Figure 1. Congestion heat map.
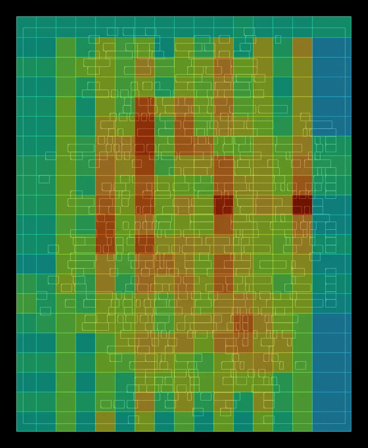
Figure 2. Port wiring.
The bar under the picture is 20 um long.
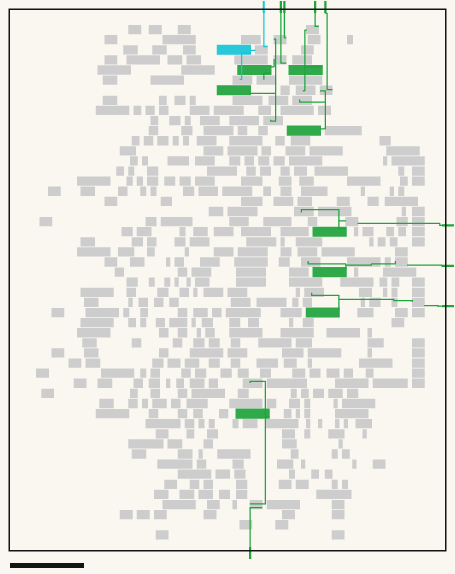
Figure 3. Metal 3.
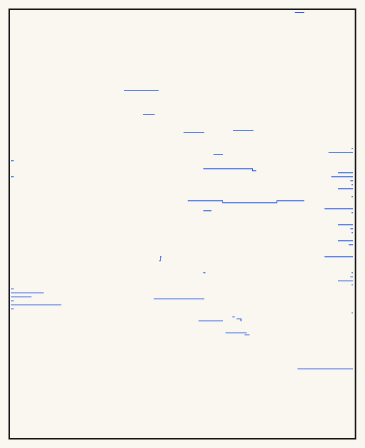
<file path="config.mk">
export PLATFORM = sky130hd
export DESIGN_NAME = ft_alu_pipe
export DESIGN_NICKNAME = d
export VERILOG_FILES = /design/src/rtl/ft_alu_pkg.sv /design/src/rtl/ft_alu_copy.sv /design/src/rtl/ft_alu_pipe.sv
export SDC_FILE = /design/constraint.sdc
export NUM_CORES = 1
export LEC_CHECK = 0
export CELL_PAD_IN_SITES_DETAIL_PLACEMENT = 1
export CELL_PAD_IN_SITES_GLOBAL_PLACEMENT = 1
export CORE_ASPECT_RATIO = 1.25
export CORE_MARGIN = 2
export CORE_UTILIZATION = 25
export CTS_CLUSTER_DIAMETER = 30
export DETAILED_ROUTE_END_ITERATION = 6
export PLACE_DENSITY_LB_ADDON = 0.3
export SLEW_MARGIN = 40
export SYNTH_ARGS = -nofsm -noshare
export SYNTH_HDL_FRONTEND = slang
export SYNTH_HIERARCHICAL = 1
export SYNTH_SLANG_ARGS = --single-unit
</file>
<file path="constraint.sdc">
create_clock -name clk -period 5.5 [get_ports clk]
set_clock_uncertainty 0.05 [all_clocks]
set_input_delay 1.65 -clock clk [delete_from_list [all_inputs] [get_ports clk]]
set_output_delay 1.65 -clock clk [all_outputs]
set_load 0.01 [all_outputs]
</file>
<file path="src/rtl/ft_alu_pkg.sv">
// Shared op encodings, two-rail codes and FSM states for the fault-tolerant ALU pipe.
package ft_alu_pkg;

  localparam logic [2:0] OP_ADD    = 3'b001;
  localparam logic [2:0] OP_SUB_AB = 3'b010;
  localparam logic [2:0] OP_SUB_BA = 3'b100;

  localparam logic [1:0] TR_OK  = 2'b10;
  localparam logic [1:0] TR_ERR = 2'b11;

  typedef enum logic [1:0] {
    IDLE  = 2'd0,
    EXEC  = 2'd1,
    RETRY = 2'd2,
    HOLD  = 2'd3
  } state_e;

  // 2-of-3 majority vote for the triplicated input checkers
  function automatic logic maj3(input logic [2:0] v);
    return (v[0] & v[1]) | (v[0] & v[2]) | (v[1] & v[2]);
  endfunction

endpackage

</file>
<file path="src/rtl/ft_alu_copy.sv">
// One datapath copy: operand select/negate feeding a WIDTH-bit ripple adder.
module ft_alu_copy
  import ft_alu_pkg::*;
#(
  parameter int unsigned WIDTH = 8
) (
  input  logic [WIDTH-1:0] a,
  input  logic [WIDTH-1:0] b,
  input  logic [2:0]       ctrl,
  input  logic             flip,
  output logic [WIDTH-1:0] sum_c,
  output logic             carry_c
);

  logic [WIDTH-1:0] opa;
  logic [WIDTH-1:0] opb;
  logic [WIDTH-1:0] s;
  logic             c;

  // ~v+1 is folded into the adder as inverted operand plus carry-in, so
  // carry-out reads as "no borrow" even when the negated operand is zero.
  always_comb begin
    opa = a;
    opb = b;
    c   = 1'b0;
    case (ctrl)
      OP_SUB_AB: begin
        opb = ~b;
        c   = 1'b1;
      end
      OP_SUB_BA: begin
        opa = b;
        opb = ~a;
        c   = 1'b1;
      end
      default: ;
    endcase
    s = '0;
    for (int i = 0; i < int'(WIDTH); i++) begin
      s[i] = opa[i] ^ opb[i] ^ c;
      c    = (opa[i] & opb[i]) | (c & (opa[i] ^ opb[i]));
    end
    sum_c   = s ^ WIDTH'(flip);
    carry_c = c;
  end

endmodule

</file>
<file path="src/rtl/ft_alu_pipe.sv">
// Duplicated add/subtract unit with copy comparison, bounded retry and two-rail error codes.
module ft_alu_pipe
  import ft_alu_pkg::*;
#(
  parameter int unsigned WIDTH     = 8,
  parameter int unsigned RETRY_MAX = 2,
  parameter int unsigned CNT_W     = 8
) (
  input  logic             clk,
  input  logic             rst_n,
  input  logic             in_valid,
  output logic             in_ready,
  input  logic [WIDTH-1:0] a,
  input  logic [WIDTH-1:0] b,
  input  logic             par,
  input  logic [2:0]       ctrl,
  input  logic             fi_en,
  output logic             out_valid,
  input  logic             out_ready,
  output logic [WIDTH-1:0] x,
  output logic [WIDTH-1:0] y,
  output logic             xc,
  output logic             yc,
  output logic [1:0]       xe,
  output logic [1:0]       ye,
  output logic [1:0]       retry_cnt,
  output logic [CNT_W-1:0] err_cnt,
  input  logic             err_clr
);

  localparam int unsigned RCW = $clog2(RETRY_MAX + 2);

  state_e           state_q, state_d;
  logic [WIDTH-1:0] a_q, a_d, b_q, b_d;
  logic             par_q, par_d;
  logic [2:0]       ctrl_q, ctrl_d;
  logic [RCW-1:0]   rtry_q, rtry_d;
  logic             in_ready_q, in_ready_d;
  logic             out_valid_q, out_valid_d;
  logic [WIDTH-1:0] x_q, x_d, y_q, y_d;
  logic             xc_q, xc_d, yc_q, yc_d;
  logic [1:0]       xe_q, xe_d, ye_q, ye_d;
  logic [1:0]       retry_cnt_q, retry_cnt_d;
  logic [CNT_W-1:0] err_cnt_q, err_cnt_d;

  logic [WIDTH-1:0] sum_x, sum_y;
  logic             cx, cy;
  logic [2:0]       par_ok_v, oh_ok_v;
  logic             in_err;
  logic             eq_xt, eq_xf, eq_yt, eq_yf;
  logic [1:0]       code_x, code_y;

  ft_alu_copy #(.WIDTH(WIDTH)) u_copy_x (
    .a(a_q), .b(b_q), .ctrl(ctrl_q), .flip(1'b0), .sum_c(sum_x), .carry_c(cx)
  );

  ft_alu_copy #(.WIDTH(WIDTH)) u_copy_y (
    .a(a_q), .b(b_q), .ctrl(ctrl_q), .flip(fi_en), .sum_c(sum_y), .carry_c(cy)
  );

  // Triplicated parity and one-hot checkers on the held operands
  for (genvar i = 0; i < 3; i++) begin : g_chk
    assign par_ok_v[i] = ^{a_q, b_q, par_q};
    assign oh_ok_v[i]  = (ctrl_q == OP_ADD) | (ctrl_q == OP_SUB_AB) | (ctrl_q == OP_SUB_BA);
  end

  assign in_err = ~maj3(par_ok_v) | ~maj3(oh_ok_v);

  // Each side owns a true-rail and a complement-rail comparator
  assign eq_xt  = (sum_x == sum_y) && (cx == cy);
  assign eq_xf  = (sum_x == sum_y) && (cx == cy);
  assign eq_yt  = (sum_y == sum_x) && (cy == cx);
  assign eq_yf  = (sum_y == sum_x) && (cy == cx);
  assign code_x = {eq_xt, ~eq_xf};
  assign code_y = {eq_yt, ~eq_yf};

  always_comb begin
    state_d     = state_q;
    a_d         = a_q;
    b_d         = b_q;
    par_d       = par_q;
    ctrl_d      = ctrl_q;
    rtry_d      = rtry_q;
    in_ready_d  = in_ready_q;
    out_valid_d = out_valid_q;
    x_d         = x_q;
    y_d         = y_q;
    xc_d        = xc_q;
    yc_d        = yc_q;
    xe_d        = xe_q;
    ye_d        = ye_q;
    retry_cnt_d = retry_cnt_q;
    err_cnt_d   = err_cnt_q;

    case (state_q)
      IDLE: begin
        if (in_valid) begin
          a_d         = a;
          b_d         = b;
          par_d       = par;
          ctrl_d      = ctrl;
          rtry_d      = '0;
          retry_cnt_d = 2'd0;
          in_ready_d  = 1'b0;
          state_d     = EXEC;
        end
      end
      EXEC, RETRY: begin
        if ((eq_xt && eq_yt) || in_err || (rtry_q >= RCW'(RETRY_MAX))) begin
          x_d         = sum_x;
          y_d         = sum_y;
          xc_d        = cx;
          yc_d        = cy;
          xe_d        = (in_err || !(eq_xt && eq_yt)) ? TR_ERR : code_x;
          ye_d        = (in_err || !(eq_xt && eq_yt)) ? TR_ERR : code_y;
          out_valid_d = 1'b1;
          state_d     = HOLD;
        end else begin
          rtry_d      = rtry_q + RCW'(1);
          retry_cnt_d = (retry_cnt_q == 2'd3) ? retry_cnt_q : retry_cnt_q + 2'd1;
          state_d     = RETRY;
        end
      end
      HOLD: begin
        if (out_ready) begin
          out_valid_d = 1'b0;
          in_ready_d  = 1'b1;
          state_d     = IDLE;
        end
      end
      default: state_d = IDLE;
    endcase

    // Clear wins over a same-cycle error handshake
    if (err_clr) begin
      err_cnt_d = '0;
    end else if (out_valid_q && out_ready && ((xe_q != TR_OK) || (ye_q != TR_OK))
                 && (err_cnt_q != '1)) begin
      err_cnt_d = err_cnt_q + CNT_W'(1);
    end
  end

  always_ff @(posedge clk or negedge rst_n) begin
    if (!rst_n) begin
      state_q     <= IDLE;
      a_q         <= '0;
      b_q         <= '0;
      par_q       <= 1'b0;
      ctrl_q      <= 3'd0;
      rtry_q      <= '0;
      in_ready_q  <= 1'b1;
      out_valid_q <= 1'b0;
      x_q         <= '0;
      y_q         <= '0;
      xc_q        <= 1'b0;
      yc_q        <= 1'b0;
      xe_q        <= TR_OK;
      ye_q        <= TR_OK;
      retry_cnt_q <= 2'd0;
      err_cnt_q   <= '0;
    end else begin
      state_q     <= state_d;
      a_q         <= a_d;
      b_q         <= b_d;
      par_q       <= par_d;
      ctrl_q      <= ctrl_d;
      rtry_q      <= rtry_d;
      in_ready_q  <= in_ready_d;
      out_valid_q <= out_valid_d;
      x_q         <= x_d;
      y_q         <= y_d;
      xc_q        <= xc_d;
      yc_q        <= yc_d;
      xe_q        <= xe_d;
      ye_q        <= ye_d;
      retry_cnt_q <= retry_cnt_d;
      err_cnt_q   <= err_cnt_d;
    end
  end

  assign in_ready  = in_ready_q;
  assign out_valid = out_valid_q;
  assign x         = x_q;
  assign y         = y_q;
  assign xc        = xc_q;
  assign yc        = yc_q;
  assign xe        = xe_q;
  assign ye        = ye_q;
  assign retry_cnt = retry_cnt_q;
  assign err_cnt   = err_cnt_q;

endmodule

</file>
==> CHANGELOG.md <==
## Implementation

- Die footprint: 17,000 um^2
- Final setup TNS: -1.01 ns
- Violated checks: setup timing
- WP data arrival: 5.70 ns
- Syn Std Cell Area: 4000 um^2
- Final worst setup slack: -0.0669 ns
- Unrepaired setup endpoints after global routing: true
- Syn_nets: 394
- Status: finished, violations left
- Inserted Diodes: 0
- Hold Crit Class: register to register
- Final setup violation count: 19
- GPL Wtd Cong: 0.842
- Place WS: -0.258 ns
- Dpl cell area: 5150 um^2
- Vias per cell: 4.62
- Filler instances: 1,717
- GRT Overall Usage: 0.137
- Non-Filler Instances: 658
- OpenROAD warnings: 29
- Cell count of the worst hold path: 1
- FP Util: 0.256
- Simple share: 0.0989
- Worst setup endpoint: out_valid
- Ys cells: 347
- Initial antenna violation count: 0
- Count of library flops with an enable pin: 0
- CP Depth: 19
- DRC viols: 0
- Met1 GRT Util: 0.159
- Yosys xor share: 0.0886
Notes on Figure 1 above:
met3 Usage GRT: 0.0171
DR WL/cell: 17.1 um
busiest grt layer: met2

Notes on Figure 2 above:
port	colour	direction	edge	end cells	buffers	wire
yc	cyan	output	top	1	1	22.6 um
x	green	output	4 top, 3 right, 1 bottom	8	8	305 um
Port Buf Inserts: 59
IO Pins: 60

Notes on Figure 3 above:
longest straight run	18.6 um
wire length on this layer	253 um
main direction	horizontal
nets with wire on the layer	40

## kinds of logic (layout without fill, tap and decap cells)
logic type               Yosys count  in the layout
buffers and inverters             26            125
flip-flops                        56             56
adder cells (fa/ha/maj)           21             21
AND-OR/OR-AND                     67             67
AND/OR/NAND/NOR                   76             76
multiplexers                      63             63
other                              1              1
XOR/XNOR                          37             37
## state kept, by name, summed over array words and instances, names as in the netlist, 2 cells and up
signal	flops
a_q	8
ctrl_q	3
y	8
x	8
state_q	2
retry_cnt	2
err_cnt	8
rtry_q	2
b_q	8
xe	2
## final cells by class
class                   count  share of cell area
clock inverters             3             0.00857
inverters                   7             0.00474
flip-flops and latches     56               0.254
well taps                 212              0.0478
clock buffers               5              0.0226
repair buffers            110               0.185
multi-input cells         265               0.477
## repair_timing
item,in CTS,in global routing
setup buffers,5,2
cloned,1,0
hold endpoints to repair,0,0
pin swaps,5,3
endpoints found under the setup margin,24,26
gates resized,17,17
## placed cells by master (no fill, tap or decap), types with 4 or more instances in the layout
cell,n
a211oi_1,6
a21oi_1,10
a311oi_1,7
buf_4,44
buf_6,4
clkbuf_16,5
clkdlybuf4s50_1,58
dfrtp_1,51
fa_2,14
ha_1,5
inv_1,7
mux2_2,26
mux2_4,32
mux2i_1,4
nand2_1,10
nand4_1,8
nor2_1,18
nor2b_1,8
nor3_1,6
o21ai_0,14
xnor2_1,24
xor2_1,8
## layer usage
layer	up-vias	wire, um
met3	11	253
met1	1530	4490
met2	53	6240
met4	0	240
li1	1447	-
met5	-	0
